==> config.mk <==
export PLATFORM = sky130hd
export DESIGN_NAME = hazard_control_unit
export DESIGN_NICKNAME = d
export VERILOG_FILES = /design/src/rtl/core_pkg.sv /design/src/rtl/hcu_scoreboard.sv /design/src/rtl/hazard_control_unit.sv
export SDC_FILE = /design/constraint.sdc
export NUM_CORES = 1
export LEC_CHECK = 0
export ABC_AREA = 1
export ABC_CLOCK_PERIOD_IN_PS = 1970
export CELL_PAD_IN_SITES_DETAIL_PLACEMENT = 2
export CELL_PAD_IN_SITES_GLOBAL_PLACEMENT = 2
export CORE_MARGIN = 2
export CORE_UTILIZATION = 29
export DETAILED_ROUTE_END_ITERATION = 10
export GPL_TIMING_DRIVEN = 0
export PLACE_DENSITY_LB_ADDON = 0.1
export RECOVER_POWER = 25
export SYNTH_ARGS = -nofsm -noshare
export SYNTH_HDL_FRONTEND = slang
export SYNTH_HIERARCHICAL = 1
export SYNTH_SLANG_ARGS = --single-unit
==> constraint.sdc <==
create_clock -name clk -period 1.97 [get_ports clk]
set_input_delay 0.197 -clock clk [delete_from_list [all_inputs] [get_ports clk]]
set_output_delay 0.197 -clock clk [all_outputs]
set_load 0.01 [all_outputs]
==> src/rtl/core_pkg.sv <==
// rtl/core_pkg.sv - shared encodings and scoreboard-entry layout for the hazard control unit
package core_pkg;

  localparam int DEF_REG_AW = 5;

  localparam logic [1:0] FWD_RF = 2'b00;
  localparam logic [1:0] FWD_M  = 2'b10;
  localparam logic [1:0] FWD_W  = 2'b01;

  typedef enum logic {
    RUN     = 1'b0,
    MD_WAIT = 1'b1
  } hcuState_t;

  // Entry layout: flag bits at the bottom, then rd, rs1, rs2 fields of aw bits each.
  localparam int SB_VALID = 0;
  localparam int SB_REGWR = 1;
  localparam int SB_MEMRD = 2;
  localparam int SB_MDOP  = 3;
  localparam int SB_RD    = 4;

  function automatic int sbRs1Lsb(input int aw);
    return SB_RD + aw;
  endfunction

  function automatic int sbRs2Lsb(input int aw);
    return SB_RD + 2 * aw;
  endfunction

  function automatic int sbWidth(input int aw);
    return SB_RD + 3 * aw;
  endfunction

endpackage

==> src/rtl/hcu_scoreboard.sv <==
// rtl/hcu_scoreboard.sv - E/M/W destination-register scoreboard shift register
import core_pkg::*;

module hcu_scoreboard #(
  parameter int REG_AW = DEF_REG_AW,
  localparam int SBW = sbWidth(REG_AW)
) (
  input  logic           clk,
  input  logic           rst,
  input  logic           stallE,
  input  logic           flushE,
  input  logic           bubbleM,
  input  logic [SBW-1:0] entryD,
  output logic [SBW-1:0] entryE,
  output logic [SBW-1:0] entryM,
  output logic [SBW-1:0] entryW
);

  always_ff @(posedge clk) begin
    if (rst) begin
      entryE <= '0;
      entryM <= '0;
      entryW <= '0;
    end else begin
      if (!stallE) begin
        entryE <= flushE ? '0 : entryD;
      end
      entryM <= bubbleM ? '0 : entryE;
      entryW <= entryM;
    end
  end

endmodule

==> src/rtl/hazard_control_unit.sv <==
// rtl/hazard_control_unit.sv - stall/flush/forward sequencer with mul/div wait FSM
import core_pkg::*;

module hazard_control_unit #(
  parameter int REG_AW     = DEF_REG_AW,
  parameter int MD_TIMEOUT = 64,
  parameter int ENABLE_FWD = 1
) (
  input  logic              clk,
  input  logic              rst,
  input  logic              InstrValidD,
  input  logic [REG_AW-1:0] Rs1D,
  input  logic [REG_AW-1:0] Rs2D,
  input  logic              UseRs1D,
  input  logic              UseRs2D,
  input  logic [REG_AW-1:0] RdD,
  input  logic              RegWriteEnD,
  input  logic              MemReadEnD,
  input  logic              BranchD,
  input  logic              MdOpD,
  input  logic              PCSF,
  input  logic              MdDoneE,
  output logic              StallF,
  output logic              StallD,
  output logic              StallE,
  output logic              FlushD,
  output logic              FlushE,
  output logic [1:0]        ForwardAE,
  output logic [1:0]        ForwardBE,
  output logic              ForwardAD,
  output logic              ForwardBD,
  output logic              MdStartE,
  output logic              MdTimeoutErr
);

  localparam int SBW    = sbWidth(REG_AW);
  localparam int RS1LSB = sbRs1Lsb(REG_AW);
  localparam int RS2LSB = sbRs2Lsb(REG_AW);
  localparam int CW     = $clog2(MD_TIMEOUT + 1);
  localparam logic [CW-1:0] CNT_LAST = CW'(MD_TIMEOUT - 1);
  localparam logic FWD_ON = (ENABLE_FWD != 0);

  logic [SBW-1:0] entryD, entryE, entryM, entryW;
  hcuState_t state, stateNext;
  logic [CW-1:0] counter, cntNext;
  logic errQ, errSet, bubbleM;

  function automatic logic writes(input logic [SBW-1:0] e, input logic [REG_AW-1:0] r);
    return e[SB_VALID] && e[SB_REGWR] && (e[SB_RD +: REG_AW] != '0) && (e[SB_RD +: REG_AW] == r);
  endfunction

  // Unused sources are stored as x0 so E-stage forwarding never matches them.
  always_comb begin
    entryD = '0;
    entryD[SB_VALID] = InstrValidD;
    entryD[SB_REGWR] = RegWriteEnD;
    entryD[SB_MEMRD] = MemReadEnD;
    entryD[SB_MDOP]  = MdOpD;
    entryD[SB_RD +: REG_AW]  = RdD;
    entryD[RS1LSB +: REG_AW] = UseRs1D ? Rs1D : '0;
    entryD[RS2LSB +: REG_AW] = UseRs2D ? Rs2D : '0;
  end

  hcu_scoreboard #(.REG_AW(REG_AW)) u_scoreboard (
    .clk    (clk),
    .rst    (rst),
    .stallE (StallE),
    .flushE (FlushE),
    .bubbleM(bubbleM),
    .entryD (entryD),
    .entryE (entryE),
    .entryM (entryM),
    .entryW (entryW)
  );

  logic use1, use2, eHit1, eHit2, mHit1, mHit2, wHit1, wHit2;
  logic loadUse, branchRaw, hazStall, mdInE, mdWaitHold, mdAbort;
  logic [REG_AW-1:0] eRs1, eRs2;

  assign use1  = InstrValidD && UseRs1D;
  assign use2  = InstrValidD && UseRs2D;
  assign eHit1 = use1 && writes(entryE, Rs1D);
  assign eHit2 = use2 && writes(entryE, Rs2D);
  assign mHit1 = use1 && writes(entryM, Rs1D);
  assign mHit2 = use2 && writes(entryM, Rs2D);
  assign wHit1 = use1 && writes(entryW, Rs1D);
  assign wHit2 = use2 && writes(entryW, Rs2D);

  assign loadUse   = entryE[SB_MEMRD] && (eHit1 || eHit2);
  assign branchRaw = BranchD && (eHit1 || eHit2 || (entryM[SB_MEMRD] && (mHit1 || mHit2)));
  assign hazStall  = FWD_ON ? (loadUse || branchRaw)
                            : (eHit1 || eHit2 || mHit1 || mHit2 || wHit1 || wHit2);

  assign mdInE      = entryE[SB_VALID] && entryE[SB_MDOP];
  assign mdWaitHold = (state == MD_WAIT) && !MdDoneE;
  assign mdAbort    = mdWaitHold && (counter == CNT_LAST);
  // An aborted mul/div is flushed from E and must not reach M either.
  assign bubbleM    = StallE || mdAbort;

  assign eRs1 = entryE[RS1LSB +: REG_AW];
  assign eRs2 = entryE[RS2LSB +: REG_AW];

  always_comb begin
    ForwardAE = FWD_RF;
    ForwardBE = FWD_RF;
    ForwardAD = 1'b0;
    ForwardBD = 1'b0;
    if (FWD_ON && !rst) begin
      if (entryE[SB_VALID]) begin
        if (writes(entryM, eRs1))      ForwardAE = FWD_M;
        else if (writes(entryW, eRs1)) ForwardAE = FWD_W;
        if (writes(entryM, eRs2))      ForwardBE = FWD_M;
        else if (writes(entryW, eRs2)) ForwardBE = FWD_W;
      end
      ForwardAD = BranchD && mHit1 && !entryM[SB_MEMRD];
      ForwardBD = BranchD && mHit2 && !entryM[SB_MEMRD];
    end
  end

  always_comb begin
    stateNext = state;
    cntNext   = counter;
    errSet    = 1'b0;
    StallF    = 1'b0;
    StallD    = 1'b0;
    StallE    = 1'b0;
    FlushD    = 1'b0;
    FlushE    = 1'b0;
    MdStartE  = 1'b0;
    if (rst) begin
      FlushD    = 1'b1;
      FlushE    = 1'b1;
      stateNext = RUN;
      cntNext   = '0;
    end else if (mdAbort) begin
      StallF    = 1'b1;
      StallD    = 1'b1;
      FlushE    = 1'b1;
      errSet    = 1'b1;
      stateNext = RUN;
    end else if (mdWaitHold) begin
      StallF  = 1'b1;
      StallD  = 1'b1;
      StallE  = 1'b1;
      cntNext = counter + 1'b1;
    end else if (state == RUN && mdInE) begin
      StallF    = 1'b1;
      StallD    = 1'b1;
      StallE    = 1'b1;
      MdStartE  = 1'b1;
      cntNext   = '0;
      stateNext = MD_WAIT;
    end else begin
      // Normal RUN, or the MdDoneE cycle where E is released and hazards re-evaluated.
      stateNext = RUN;
      if (hazStall) begin
        StallF = 1'b1;
        StallD = 1'b1;
        FlushE = 1'b1;
      end else if (PCSF) begin
        FlushD = 1'b1;
      end
    end
  end

  always_ff @(posedge clk) begin
    if (rst) begin
      state   <= RUN;
      counter <= '0;
      errQ    <= 1'b0;
    end else begin
      state   <= stateNext;
      counter <= cntNext;
      if (errSet) errQ <= 1'b1;
    end
  end

  assign MdTimeoutErr = errQ;

endmodule

Run 1, ports around the boundary:
The bar under the picture is 20 um long. Pins as bars across the die edge, other pins in grey.
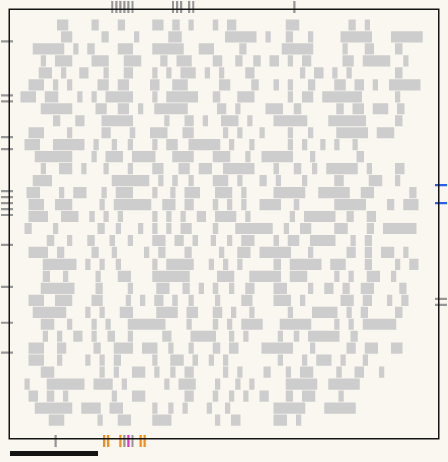
legend:
  blue:
    port: ForwardBE
    pins: 2
    direction: output
    edge: east
  orange:
    port: Rs1D
    pins: 5
    direction: input
    edge: south
  magenta:
    port: UseRs1D
    pins: 1
    direction: input
    edge: south
all pins by edge: 14 west, 12 north, 9 south, 4 east
die height: 97.24 um
die x size: 97.24 um

Run 1, routed metal, one colour a layer:
The bar under the picture is 20 um long.
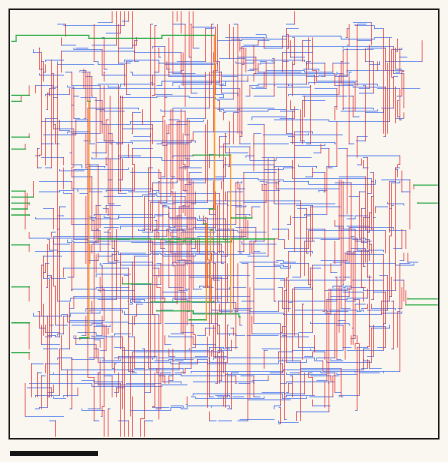
legend:
  orange:
    layer: metal 4
    wire_length: 167 um
  red:
    layer: metal 2
    wire_length: 4890 um
  blue:
    layer: metal 1
    wire_length: 4140 um
  green:
    layer: metal 3
    wire_length: 237 um
DR vias: 2668
GRT Resource Usage Total: 18.78%
Routed WL: 9.438 mm
WL per Instance: 16.73 um

==> impl_metrics.py, run 1 <==
# Auto-generated metrics
metrics = {
    "global_routing": {
        "antenna_found_initial": 0,
        "use_met2_pct": 33.97,
        "grt_pass1_wl_mm": 14.09,
        "use_met1_pct": 22.98,
        "busiest_layer": "met2",
    },
    "status": {
        "status": "finished, violations left",
        "violations": "setup timing",
    },
    "final_layout": {
        "comb_area_um2": 1536,
        "flops": 43,
        "comb_cells": 264,
        "area.sequential_um2": 899.6,
        "comb_area_share_pct": 43.18,
        "layout-drive-gt1-share_pct": 28.51,
        "largest_reg_flops": 19,
    },
    "critical_path": {
        "path_buffers": 2,
        "path_class": "flop to primary output",
        "start_kind": "flop",
        "slowest_delay_ns": 0.37,
        "r2r_start": "counter[1]",
        "slowest_stage": "dfxtp_2",
        "r2r_cells": 11,
        "cp_num_cells": 9,
    },
    "power_and_ir_drop": {
        "powerClk_mw": 0.597,
        "swShare_pct": 30.25,
        "p_comb_mw": 0.333,
        "power_density_nw_per_um2": 517.9,
    },
    "min_path": {
        "hold_path.class": "input pin to flop",
        "whs_path_depth": 5,
    },
    "clock_network": {
        "cts_root_buf": "clkbuf_8",
        "cts-htree-levels": 2,
        "clock_sinks": 43,
        "post_cts_buffers": 11,
        "cts_tree": "done",
        "clockBufferDepth": 2,
    },
    "route": {
        "wl_met1_mm": 4.142,
        "highest_layer": "met4",
        "wl_met2_mm": 4.891,
        "vias_per_cell": 4.730,
        "antenna_left": 0,
        "dr.pass1.iters": 4,
        "drt-initial-drc-count": 59,
        "dr_wl_met3_um": 237,
    },
    "timing": {
        "finalSetupTns_ns": -0.03617,
        "setup_violations": 1,
        "fin_crit_sh_pct": 101.8,
        "fin_ws_ns": -0.03617,
        "fin_crit_ns": 2.006,
        "hold_slack_ns": 0.3111,
        "fin_worst_skew_ns": 0.01330,
        "tightest_slew_ns": 0.6701,
    },
    "flow_run": {
        "cap_violations": 0,
        "warnings": 28,
    },
    "placed_design": {
        "dp_cells": 535,
        "place_area_um2": 3029,
        "place_ws_ns": -0.5780,
        "hpwl_mm": 6.637,
    },
    "die": {
        "fp_util_pct": 29.34,
        "io_pins": 39,
    },
    "logic_synthesis": {
        "ys_warn_count": 6,
        "fp_nets": 417,
    },
}
Run 1, cell outlines without signal wires:
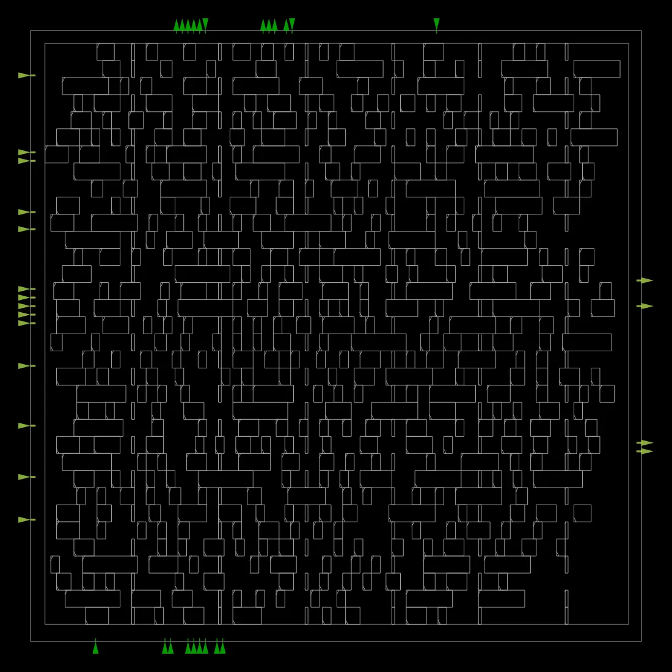
# Taps: 108
num rows: 34
Core Area: 8593 um2
Final Util: 41.41%
fraction of area in registers: 25.28%

Run 1, cell sizes after repair:
The bar under the picture is 20 um long.
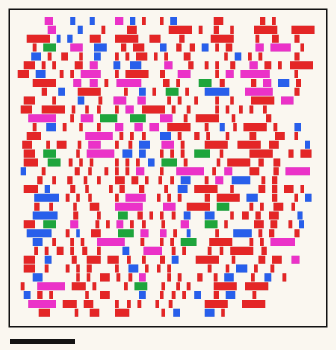
legend:
  blue:
    size: _2 cells
    cells: 62
    share: 14%
  green:
    size: _6 and larger
    cells: 16
    share: 3.5%
  magenta:
    size: _3 and _4 cells
    cells: 52
    share: 11%
  red:
    size: _0 and _1 cells
    cells: 326
    share: 71%
area growth from synthesis to layout: 41.14%
Non-clock buffers: 71
final worst slack: -0.03617 ns
Final Cell Area: 3558 um2

==> run 1 -> run 2 <==
- CAP_MARGIN: default -> 20
==> run 2 against run 1 <==
  * Non-clock buffer count stayed put
  * The run still ends with setup timing left
  * Final cell count did not move
  * Critical endpoint unchanged
  * Setup slack unchanged
  * Largest cell class unchanged
==> impl_metrics.py, run 2 <==
# Auto-generated metrics
metrics = {
    "final_layout": {
        "comb_area_share_pct": 43.18,
        "area.sequential_um2": 899.6,
        "layout-drive-gt1-share_pct": 28.51,
        "comb_area_um2": 1536,
        "buffers": 71,
        "comb_cells": 264,
        "flops": 43,
        "area_delta_synth_final_pct": 41.14,
        "final_area_um2": 3558,
        "utilization_pct": 41.41,
        "largest_reg_flops": 19,
    },
    "critical_path": {
        "r2r_cells": 11,
        "path_class": "flop to primary output",
        "slowest_stage": "dfxtp_2",
        "r2r_start": "counter[1]",
        "start_kind": "flop",
        "rr_endpoint": "u_scoreboard/entryE[7]",
        "path_buffers": 2,
        "cp_num_cells": 9,
        "critPathTopFamily": "simple AND/OR/NAND/NOR gates",
        "slowest_delay_ns": 0.37,
    },
    "status": {
        "status": "finished, violations left",
        "violations": "setup timing",
    },
    "die": {
        "core_region_area_um2": 8593,
        "fp_util_pct": 29.34,
        "die_w_um": 97.24,
        "io_pins": 39,
        "rows": 34,
        "die_y_um": 97.24,
        "die_area_um2": 9456,
    },
    "global_routing": {
        "use_met2_pct": 33.97,
        "busiest_layer": "met2",
        "antenna_found_initial": 0,
        "grtUsageTotal_pct": 18.78,
        "use_met1_pct": 22.98,
        "grt_pass1_wl_mm": 14.09,
        "grt-ovfl-total": 0,
    },
    "route": {
        "wl_per_cell_um": 16.73,
        "dr_wl_met3_um": 237,
        "vias_per_cell": 4.730,
        "wl_met1_mm": 4.142,
        "drt-initial-drc-count": 59,
        "dr.pass1.iters": 4,
        "wl_met2_mm": 4.891,
        "vias": 2668,
        "highest_layer": "met4",
        "wl_mm": 9.438,
        "antenna_left": 0,
    },
    "timing": {
        "fin_crit_sh_pct": 101.8,
        "finalSetupTns_ns": -0.03617,
        "fin_worst_skew_ns": 0.01330,
        "setup_violations": 1,
        "hold_slack_ns": 0.3111,
        "fin_ws_ns": -0.03617,
        "fin_crit_ns": 2.006,
        "tightest_slew_ns": 0.6701,
    },
    "flow_run": {
        "cap_violations": 0,
        "warnings": 28,
    },
    "power_and_ir_drop": {
        "peakVddDrop_v": 0.0002706,
        "power_density_nw_per_um2": 517.9,
        "seq_power_share_pct": 49.5,
        "p_comb_mw": 0.333,
        "swShare_pct": 30.25,
        "powerClk_mw": 0.597,
    },
    "clock_network": {
        "post_cts_buffers": 11,
        "cts_root_buf": "clkbuf_8",
        "cts-htree-levels": 2,
        "clockBufferDepth": 2,
        "path_clk_slew_ns": 0.10,
        "cts_tree": "done",
        "clock_sinks": 43,
    },
    "logic_synthesis": {
        "ys_warn_count": 6,
        "fp_nets": 417,
    },
    "placed_design": {
        "dp_cells": 535,
        "hpwl_mm": 6.637,
        "place_area_um2": 3029,
        "place_ws_ns": -0.5780,
    },
    "min_path": {
        "hold_path.class": "input pin to flop",
        "whs_path_depth": 5,
    },
}
Run 2, M3 wires:
The bar under the picture is 20 um long.
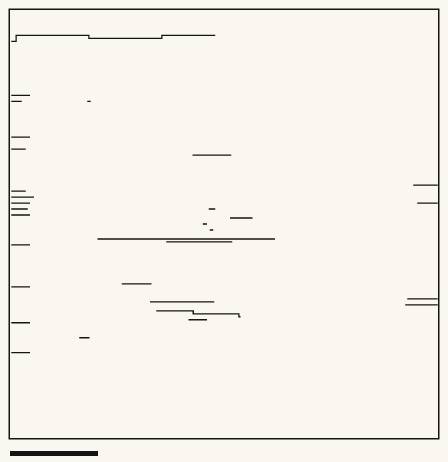
share of all routed wire: 2.5%
nets with wire on the layer: 24
wire length on this layer: 237 um

Run 2, cell sizes after repair:
The bar under the picture is 20 um long.
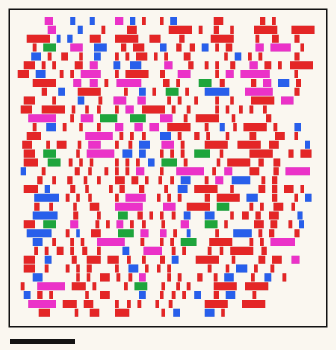
legend:
  magenta:
    size: _3 and _4 cells
    cells: 52
    share: 11%
  blue:
    size: _2 cells
    cells: 62
    share: 14%
  green:
    size: _6 and larger
    cells: 16
    share: 3.5%
  red:
    size: _0 and _1 cells
    cells: 326
    share: 71%

==> run 2 -> run 3 <==
- HOLD_SLACK_MARGIN: default -> 0.12
Run 3, routed metal, one colour a layer:
The bar under the picture is 20 um long.
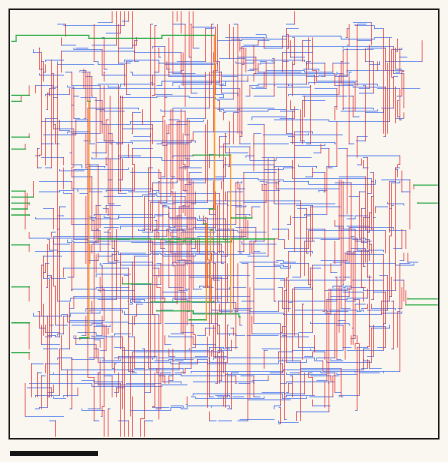
legend:
  orange:
    layer: metal 4
    wire_length: 167 um
  blue:
    layer: metal 1
    wire_length: 4140 um
  green:
    layer: metal 3
    wire_length: 237 um
  red:
    layer: metal 2
    wire_length: 4890 um

Run 3, ports around the boundary:
The bar under the picture is 20 um long. Pins as bars across the die edge, other pins in grey.
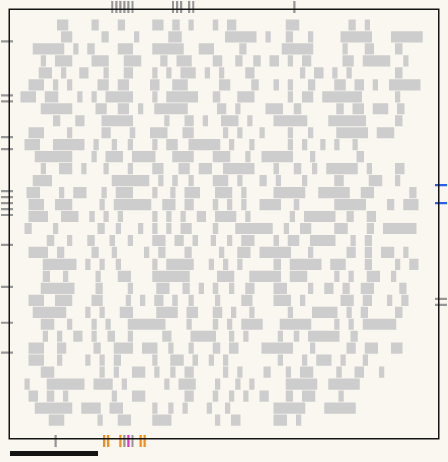
legend:
  blue:
    port: ForwardBE
    pins: 2
    direction: output
    edge: east
  magenta:
    port: UseRs1D
    pins: 1
    direction: input
    edge: south
  orange:
    port: Rs1D
    pins: 5
    direction: input
    edge: south
all pins by edge: 14 west, 12 north, 9 south, 4 east

==> run 3 against run 2 <==
  * The run still ends with setup timing left
  * Total power did not move
  * Non-clock buffer count unchanged
  * Via count stayed put
  * Clock-buffer cell count unchanged
  * Synthesized area did not move
  * Flip-flop count unchanged
  * Sequential share of layout area did not move
  * Critical path type unchanged
  * Largest power group unchanged
==> impl_metrics.py, run 3 <==
# Auto-generated metrics
metrics = {
    "route": {
        "wl_per_cell_um": 16.73,
        "wl_mm": 9.438,
        "vias_per_cell": 4.730,
        "dr_wl_met3_um": 237,
        "vias": 2668,
        "wl_met2_mm": 4.891,
        "antenna_left": 0,
        "dr.pass1.iters": 4,
        "wl_met1_mm": 4.142,
    },
    "status": {
        "violations": "setup timing",
        "status": "finished, violations left",
    },
    "timing": {
        "hold_slack_ns": 0.3111,
        "setup_violations": 1,
        "fin_crit_ns": 2.006,
        "fin_ws_ns": -0.03617,
        "tightest_slew_ns": 0.6701,
        "fin_crit_sh_pct": 101.8,
    },
    "placed_design": {
        "place_ws_ns": -0.5780,
        "hpwl_mm": 6.637,
    },
    "die": {
        "die_w_um": 97.24,
        "rows": 34,
        "io_pins": 39,
        "core_region_area_um2": 8593,
        "taps": 108,
        "die_y_um": 97.24,
        "die_area_um2": 9456,
    },
    "critical_path": {
        "critPathTopFamily": "simple AND/OR/NAND/NOR gates",
        "r2r_cells": 11,
        "start_kind": "flop",
        "path_buffers": 2,
        "path_class": "flop to primary output",
        "slowest_stage": "dfxtp_2",
    },
    "clock_network": {
        "cts-htree-levels": 2,
        "clockBufferDepth": 2,
        "clock_sinks": 43,
        "cts_tree": "done",
        "path_clk_slew_ns": 0.10,
        "cts_root_buf": "clkbuf_8",
        "post_cts_buffers": 11,
    },
    "global_routing": {
        "grt_pass1_wl_mm": 14.09,
        "grt-ovfl-total": 0,
        "grtUsageTotal_pct": 18.78,
        "antenna_found_initial": 0,
        "busiest_layer": "met2",
    },
    "min_path": {
        "hold_path.class": "input pin to flop",
        "whs_path_depth": 5,
    },
    "power_and_ir_drop": {
        "power_density_nw_per_um2": 517.9,
        "p_comb_mw": 0.333,
        "swShare_pct": 30.25,
        "seq_power_share_pct": 49.5,
    },
    "final_layout": {
        "area_delta_synth_final_pct": 41.14,
        "largest_reg_flops": 19,
        "final_area_um2": 3558,
        "layout-drive-gt1-share_pct": 28.51,
        "buffers": 71,
        "seq_share_pct": 25.28,
        "comb_area_um2": 1536,
        "comb_cells": 264,
    },
    "logic_synthesis": {
        "fp_nets": 417,
        "ys_warn_count": 6,
    },
    "flow_run": {
        "cap_violations": 0,
    },
}
Power is estimated from default activity; no workload was simulated.
